### Cells by drive strength

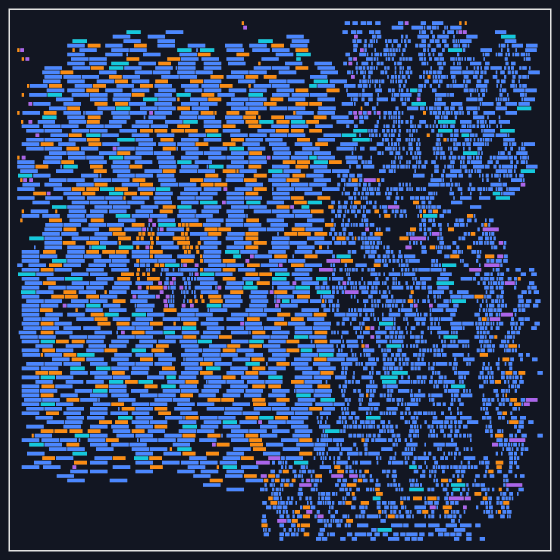
### Selected gate families

Bar = 100 µm.
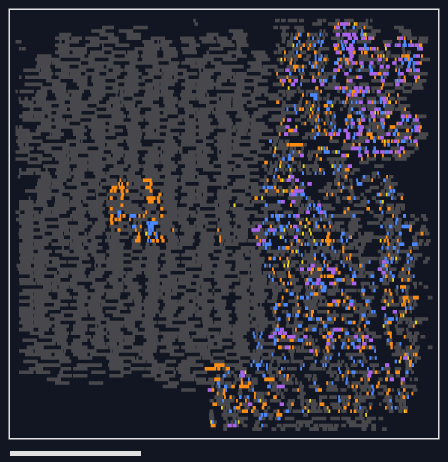
### M3 wires

Cells faint in the background.
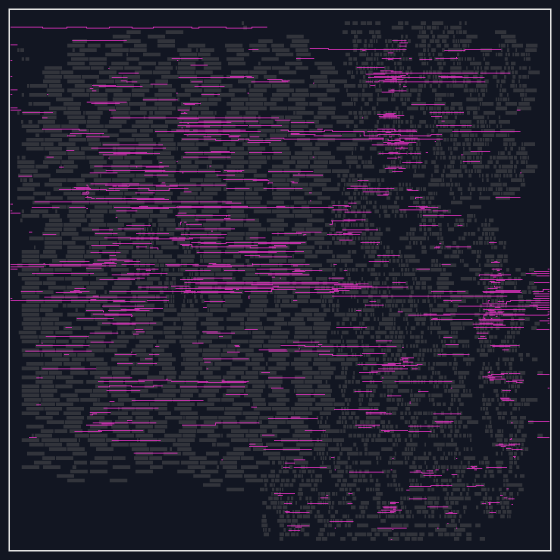
### Clock wires, drivers and flops

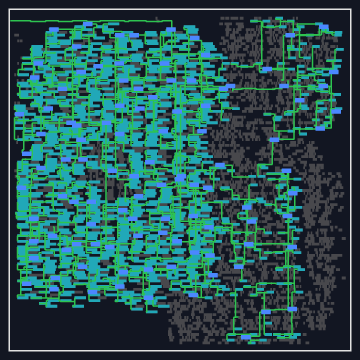
### Congestion heat map

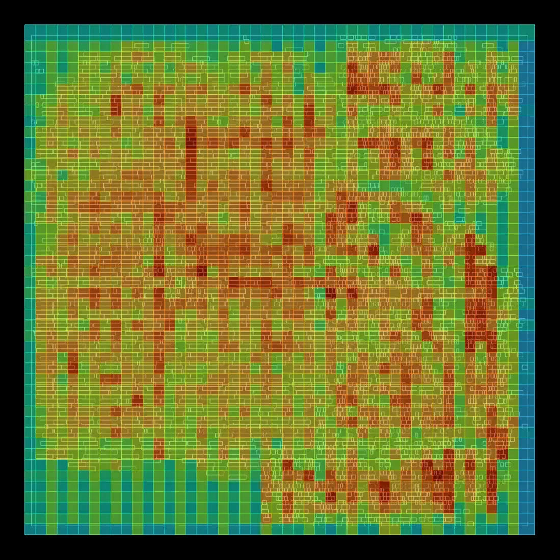
[config.mk]
export PLATFORM = sky130hd
export DESIGN_NAME = music_seq
export DESIGN_NICKNAME = d
export VERILOG_FILES = /design/src/rtl/music_pkg.sv /design/src/rtl/music_tone.sv /design/src/rtl/music_seq.sv
export SDC_FILE = /design/constraint.sdc
export NUM_CORES = 2
export LEC_CHECK = 0
export CAP_MARGIN = 20
export CORE_MARGIN = 4
export CORE_UTILIZATION = 50
export DETAILED_ROUTE_END_ITERATION = 10
export PLACE_DENSITY_LB_ADDON = 0.2
export SETUP_SLACK_MARGIN = 0.2
export SLEW_MARGIN = 10
export SYNTH_ARGS = -nofsm -noshare
export SYNTH_HDL_FRONTEND = slang
export SYNTH_SLANG_ARGS = --single-unit
[constraint.sdc]
create_clock -name clk -period 58.1 [get_ports clk]
set_input_delay 14.525 -clock clk [delete_from_list [all_inputs] [get_ports clk]]
set_output_delay 14.525 -clock clk [all_outputs]
set_load 0.01 [all_outputs]
[src/rtl/music_pkg.sv]
// rtl/music_pkg.sv - note codes, divisor helper, FSM states and register map for music_seq
package music_pkg;

    localparam logic [4:0] NOTE_REST = 5'd0;
    localparam logic [4:0] NOTE_C4 = 5'd1,  NOTE_D4 = 5'd2,  NOTE_E4 = 5'd3,  NOTE_F4 = 5'd4;
    localparam logic [4:0] NOTE_G4 = 5'd5,  NOTE_A4 = 5'd6,  NOTE_B4 = 5'd7;
    localparam logic [4:0] NOTE_C5 = 5'd8,  NOTE_D5 = 5'd9,  NOTE_E5 = 5'd10, NOTE_F5 = 5'd11;
    localparam logic [4:0] NOTE_G5 = 5'd12, NOTE_A5 = 5'd13, NOTE_B5 = 5'd14;
    localparam logic [4:0] NOTE_C6 = 5'd15, NOTE_D6 = 5'd16, NOTE_E6 = 5'd17, NOTE_F6 = 5'd18;
    localparam logic [4:0] NOTE_G6 = 5'd19, NOTE_A6 = 5'd20, NOTE_B6 = 5'd21;

    localparam int unsigned BASE_HZ [7] = '{262, 294, 330, 349, 392, 440, 494};

    localparam int unsigned REG_CTRL  = 0;
    localparam int unsigned REG_LEN   = 1;
    localparam int unsigned REG_TEMPO = 2;

    typedef enum logic [1:0] {
        ST_IDLE = 2'd0,
        ST_LOAD = 2'd1,
        ST_PLAY = 2'd2,
        ST_GAP  = 2'd3
    } state_e;

    function automatic logic note_is_rest(input logic [4:0] code);
        return (code == NOTE_REST) || (code > NOTE_B6);
    endfunction

    // Codes above B4 reuse the base table shifted up by whole octaves.
    function automatic logic [31:0] note_div(input logic [4:0] code, input int unsigned clk_hz);
        int unsigned step;
        int unsigned freq;
        if (note_is_rest(code)) return 32'd0;
        step = 32'(code) - 32'd1;
        freq = BASE_HZ[3'(step % 7)] << (step / 7);
        return clk_hz / (2 * freq);
    endfunction

endpackage

[src/rtl/music_tone.sv]
// rtl/music_tone.sv - one square-wave tone channel driven by a 5-bit note code
module music_tone
    import music_pkg::*;
#(
    parameter int unsigned CLK_HZ = 100_000_000
) (
    input  logic       clk,
    input  logic       rst,
    input  logic [4:0] note,
    output logic       tone
);

    logic [31:0] div_tab [32];
    logic [31:0] div;
    logic [4:0]  note_q;
    logic [31:0] cnt_q;
    logic        tone_q;

    for (genvar g = 0; g < 32; g++) begin : g_div
        assign div_tab[g] = note_div(5'(g), CLK_HZ);
    end

    assign div = div_tab[note];

    always_ff @(posedge clk) begin
        if (!rst) begin
            note_q <= NOTE_REST;
            cnt_q  <= '0;
            tone_q <= 1'b0;
        end else begin
            note_q <= note;
            if (note != note_q || div == 32'd0) begin
                cnt_q  <= '0;
                tone_q <= 1'b0;
            end else if (cnt_q == div - 32'd1) begin
                cnt_q  <= '0;
                tone_q <= ~tone_q;
            end else begin
                cnt_q <= cnt_q + 32'd1;
            end
        end
    end

    assign tone = tone_q;

endmodule

[src/rtl/music_seq.sv]
// rtl/music_seq.sv - register window, song table, entry sequencer and channel mixer
module music_seq
    import music_pkg::*;
#(
    parameter int          CHANNELS   = 2,
    parameter int          SONG_DEPTH = 64,
    parameter int unsigned CLK_HZ     = 100_000_000,
    parameter int unsigned GAP_CYCLES = 1000,
    parameter int          ADDR_W     = $clog2(SONG_DEPTH) + 1
) (
    input  logic                  clk,
    input  logic                  rst,
    input  logic                  cs,
    input  logic                  we,
    input  logic [ADDR_W-1:0]     addr,
    input  logic [31:0]           wdata,
    output logic [31:0]           rdata,
    input  logic                  direct_en,
    input  logic [5*CHANNELS-1:0] direct_note,
    output logic                  beep,
    output logic                  playing,
    output logic                  done
);

    localparam int IW = ADDR_W - 1;
    localparam int LW = IW + 1;
    localparam int NW = 5 * CHANNELS;
    localparam int EW = NW + 3;

    logic [EW-1:0]       table_q [SONG_DEPTH];
    logic [EW-1:0]       entry_q;
    state_e              state_q, state_d;
    logic [IW-1:0]       idx_q, idx_d;
    logic [31:0]         tick_q, tick_d;
    logic [2:0]          beat_q, beat_d;
    logic                done_q, done_d;
    logic [LW-1:0]       len_q;
    logic [31:0]         tempo_q, tempo_eff;
    logic                loop_q;
    logic [31:0]         rdata_q, rdata_d;
    logic                beep_q, beep_d;
    logic [IW-1:0]       waddr;
    logic                tbl_sel, reg_wr, reg_rd, ctrl_wr, start, stop, last_entry;
    logic [NW-1:0]       chan_note;
    logic [CHANNELS-1:0] tone;

    assign waddr      = addr[IW-1:0];
    assign tbl_sel    = addr[ADDR_W-1];
    assign reg_wr     = cs & we & ~tbl_sel;
    assign reg_rd     = cs & ~we & ~tbl_sel;
    assign ctrl_wr    = reg_wr && (waddr == IW'(REG_CTRL));
    assign start      = ctrl_wr && wdata[0] && (len_q != '0);
    assign stop       = ctrl_wr && wdata[1];
    assign tempo_eff  = (tempo_q == 32'd0) ? 32'd1 : tempo_q;
    assign last_entry = (LW'(idx_q) + LW'(1)) >= len_q;
    assign playing    = (state_q != ST_IDLE);

    // Table RAM and its synchronous read port stay out of reset so they map onto block RAM.
    always_ff @(posedge clk) begin
        if (cs && we && tbl_sel) table_q[waddr] <= {wdata[26:24], wdata[NW-1:0]};
        if (state_q == ST_LOAD) entry_q <= table_q[idx_q];
    end

    always_comb begin
        state_d = state_q;
        idx_d   = idx_q;
        tick_d  = tick_q;
        beat_d  = beat_q;
        done_d  = 1'b0;
        case (state_q)
            ST_LOAD: begin
                state_d = ST_PLAY;
                tick_d  = '0;
                beat_d  = '0;
            end
            ST_PLAY: begin
                if (tick_q == tempo_eff - 32'd1) begin
                    tick_d = '0;
                    if (beat_q == entry_q[EW-1:NW]) state_d = ST_GAP;
                    else                            beat_d  = beat_q + 3'd1;
                end else begin
                    tick_d = tick_q + 32'd1;
                end
            end
            ST_GAP: begin
                if (tick_q == GAP_CYCLES - 32'd1) begin
                    tick_d  = '0;
                    state_d = ST_LOAD;
                    if (!last_entry) begin
                        idx_d = idx_q + 1'b1;
                    end else begin
                        idx_d = '0;
                        if (!loop_q) begin
                            state_d = ST_IDLE;
                            done_d  = 1'b1;
                        end
                    end
                end else begin
                    tick_d = tick_q + 32'd1;
                end
            end
            default: ;
        endcase
        if (start) begin
            state_d = ST_LOAD;
            idx_d   = '0;
            done_d  = 1'b0;
        end
        if (stop) begin
            state_d = ST_IDLE;
            done_d  = 1'b0;
        end
    end

    always_comb begin
        rdata_d = '0;
        if (reg_rd) begin
            if (waddr == IW'(REG_CTRL))       rdata_d = {16'd0, 8'(idx_q), 6'd0, loop_q, playing};
            else if (waddr == IW'(REG_LEN))   rdata_d = 32'(len_q);
            else if (waddr == IW'(REG_TEMPO)) rdata_d = tempo_q;
        end
    end

    always_ff @(posedge clk) begin
        if (!rst) begin
            state_q <= ST_IDLE;
            idx_q   <= '0;
            tick_q  <= '0;
            beat_q  <= '0;
            done_q  <= 1'b0;
            loop_q  <= 1'b0;
            len_q   <= '0;
            tempo_q <= '0;
            rdata_q <= '0;
            beep_q  <= 1'b0;
        end else begin
            state_q <= state_d;
            idx_q   <= idx_d;
            tick_q  <= tick_d;
            beat_q  <= beat_d;
            done_q  <= done_d;
            rdata_q <= rdata_d;
            beep_q  <= beep_d;
            if (ctrl_wr) loop_q <= wdata[2];
            if (reg_wr && waddr == IW'(REG_LEN))   len_q   <= LW'(wdata % (SONG_DEPTH + 1));
            if (reg_wr && waddr == IW'(REG_TEMPO)) tempo_q <= wdata;
        end
    end

    // Direct mode only replaces what the channels hear; the sequencer keeps its own timing.
    assign chan_note = direct_en ? direct_note : ((state_q == ST_PLAY) ? entry_q[NW-1:0] : '0);

    for (genvar c = 0; c < CHANNELS; c++) begin : g_chan
        music_tone #(.CLK_HZ(CLK_HZ)) u_tone (
            .clk  (clk),
            .rst  (rst),
            .note (chan_note[5*c +: 5]),
            .tone (tone[c])
        );
    end

    always_comb begin
        beep_d = 1'b0;
        for (int c = CHANNELS - 1; c >= 0; c--) begin
            if (!note_is_rest(chan_note[5*c +: 5])) beep_d = tone[c];
        end
    end

    assign rdata = rdata_q;
    assign beep  = beep_q;
    assign done  = done_q;

endmodule
==> qor.yml <==
status: "completed"
post_drt_via_cell_ratio: 6.30
initCoreUtil_pct: 50.7
cp.required_ps: 58620
dpl.hpwl_mm: 84.2
synth_cell_type_count: 139
ys_top_cells_by_count: "edfxtp_1, nor2_1, mux4_2"
crit_path_end_kind: "register"
clk_pin_slew_ps: 60
grt_max_degree: 119
slew_headroom_pct: 23.5
area_leaders: "edfxtp_1, mux4_2, dfxtp_1"
power.leakage_uw: 0.0177
ctsHoldBuffers: 0
hold_viol: 0
rrSetupSlack_ps: 50510
avgSynthCellArea_um2: 13.2
rsz0062_at_grt: "no"
routedWlPerCell_um: 24.4
tool_warnings: 43
synthFlopType: "edfxtp_1"
powerDensity_nw_per_um2: 44.6
cts_root_buffer: "clkbuf_16"
cp_slowest_stage_delay_ps: 800
top_area_cell: "edfxtp_1"
cts_buffer_depth: 3
grt-ovfl-total: 0
grt_pass1_wl_mm: 200
power_uw: 2540
rr_worst_depth: 21
cts_buffers: 106
fmax_ghz: 0.0284
fp_nets: 3962
async_flop_share_pct: 0
io_buffers: 88
coreArea_um2: 101000
nets: 4020
yosys_cells: 3875
r2r-end: "g_chan[1].u_tone.cnt_q[24]"
post-route-period-util_pct: 60.6
ant_nets: 0
ir_worst_vdd_v: 0.0000892
About 'Cells by drive strength':
Blue marks _0 and _1 cells, cells 3327, share 83%. Cyan marks _6 and larger, cells 137, share 3.4%. Purple marks _3 and _4 cells, cells 109, share 2.7%. Orange marks _2 cells, cells 449, share 11%.
Area Overhead vs Synth: 11.5%
Non-clk bufs: 163
Final WS setup: 22870 ps
post-route cell area: 56900 µm²

About 'Selected gate families':
Purple marks xor and xnor cells, cells 188. Yellow marks inv cells, cells 62. Blue marks nand cells, cells 474. Orange marks nor cells, cells 530.
logic share of the area: 36.5%
Commonest Layout Cell: edfxtp_1
Finished Layout Cells: 5381

About 'M3 wires':
The wires run mostly horizontal. The longest straight run is 133 µm. The layer holds 7.4% of the routed length. 427 nets have wire on it.
via count: 33900
M3 GR Usage: 3.81%
Routed Wire Length: 131 mm

About 'Clock wires, drivers and flops':
Cyan marks flip-flops, count 1038. Blue marks clock drivers, count 106. Green marks clock wires, length 12200 µm.
Position of the flops: widely spread. There are 107 routed clock nets.
Power Clock: 682 µW
clock skew: 76.3 ps
Latency at later pin: 720 ps
Clock power frac: 26.9%

About 'Congestion heat map':
GRT met1 Usage: 34.9%
met2 Use GR: 38.8%
busiest grt layer: met2
Util after Layout: 56.5%

through the flow:
step,cells,hold WS (ps)
after floorplan,3875,447
after global placement,5180,478
after detailed placement,5180,480
after CTS,5377,493
after global routing,5379,531
final,5381,494
flip-flops by register name (all words and copies together), names as in the netlist:
register / count
table_q: 832
g_chan.u_tone.cnt_q: 64
rdata: 32
tempo_q: 32
tick_q: 32
entry_q: 13
g_chan.u_tone.note_q: 10
len_q: 7
idx_q: 6
beat_q: 3
g_chan.u_tone.tone: 2
state_q: 2
beep: 1
done: 1
loop_q: 1
metal layers:
metal / routed length, µm / up-vias
met5: 54 / -
met2: 62100 / 1341
met4: 2610 / 8
li1: - / 15400
met1: 56600 / 17000
met3: 9720 / 182
power by group:
part | leakage, µW | switching [µW] | internal (µW)
clock | 0.00173 | 289 | 393
combinational | 0.00684 | 679 | 364
sequential | 0.00915 | 3.06 | 808
total | 0.0177 | 971 | 1570
cells in the final DEF, fill, tap and decap left out, drive strengths merged, types with 44 or more instances in the layout:
cell / count
dfxtp: 193
buf: 88
inv: 62
xor2: 83
and3: 74
clkbuf: 142
xnor2: 104
nand3: 110
a21oi: 198
and2: 53
clkdlybuf4s50: 75
mux4: 273
edfxtp: 845
nor2: 353
nand2: 259
clkinv: 44
o21ai: 153
nor3: 102
area by class of cell:
cell class	instances	area, µm²
fillers	8118	43800
flip-flops and latches	1038	29300
multi-input cells	2562	20800
clock buffers	142	2950
well taps	1357	1700
repair buffers	163	1420
clock inverters	55	573
inverters	62	233
diodes	2	5.00
logic make-up (layout without fill, tap and decap cells):
kind of cell               Yosys count  in the layout  share of synthesized area [%]
and+or+nand+nor                   1228           1228                           12.3
other                                0              2                              0
muxes                              292            292                           12.4
buffers and inverters              275            422                           2.28
xor gates and xnor gates           188            188                           3.27
DFF                               1038           1038                           57.3
adders and majority gates           36             36                          0.872
AOI/OAI and AO/OA                  818            818                           11.6
worst max-delay path: cells and delay by family:
| kind | cells | cell delay, ps |
|---|---|---|
| adders and majority gates | 2 | 510 |
| xor gates and xnor gates | 4 | 1500 |
| buffers and inverters | 3 | 1170 |
| and+or+nand+nor | 20 | 5270 |
| muxes | 1 | 340 |
| AOI/OAI and AO/OA | 36 | 12340 |
how the worst max path moves through the flow:
stage	to	slack [ps]	cells after the start	from
floorplan	len_q[2]	26670	70	wdata[28]
CTS	len_q[2]	23250	66	wdata[25]
detailed placement	len_q[2]	22510	66	wdata[25]
finish	len_q[2]	22870	66	wdata[25]
global route	len_q[2]	21270	66	wdata[25]
global placement	len_q[2]	23090	66	wdata[25]
Power and IR drop assume default switching activity.
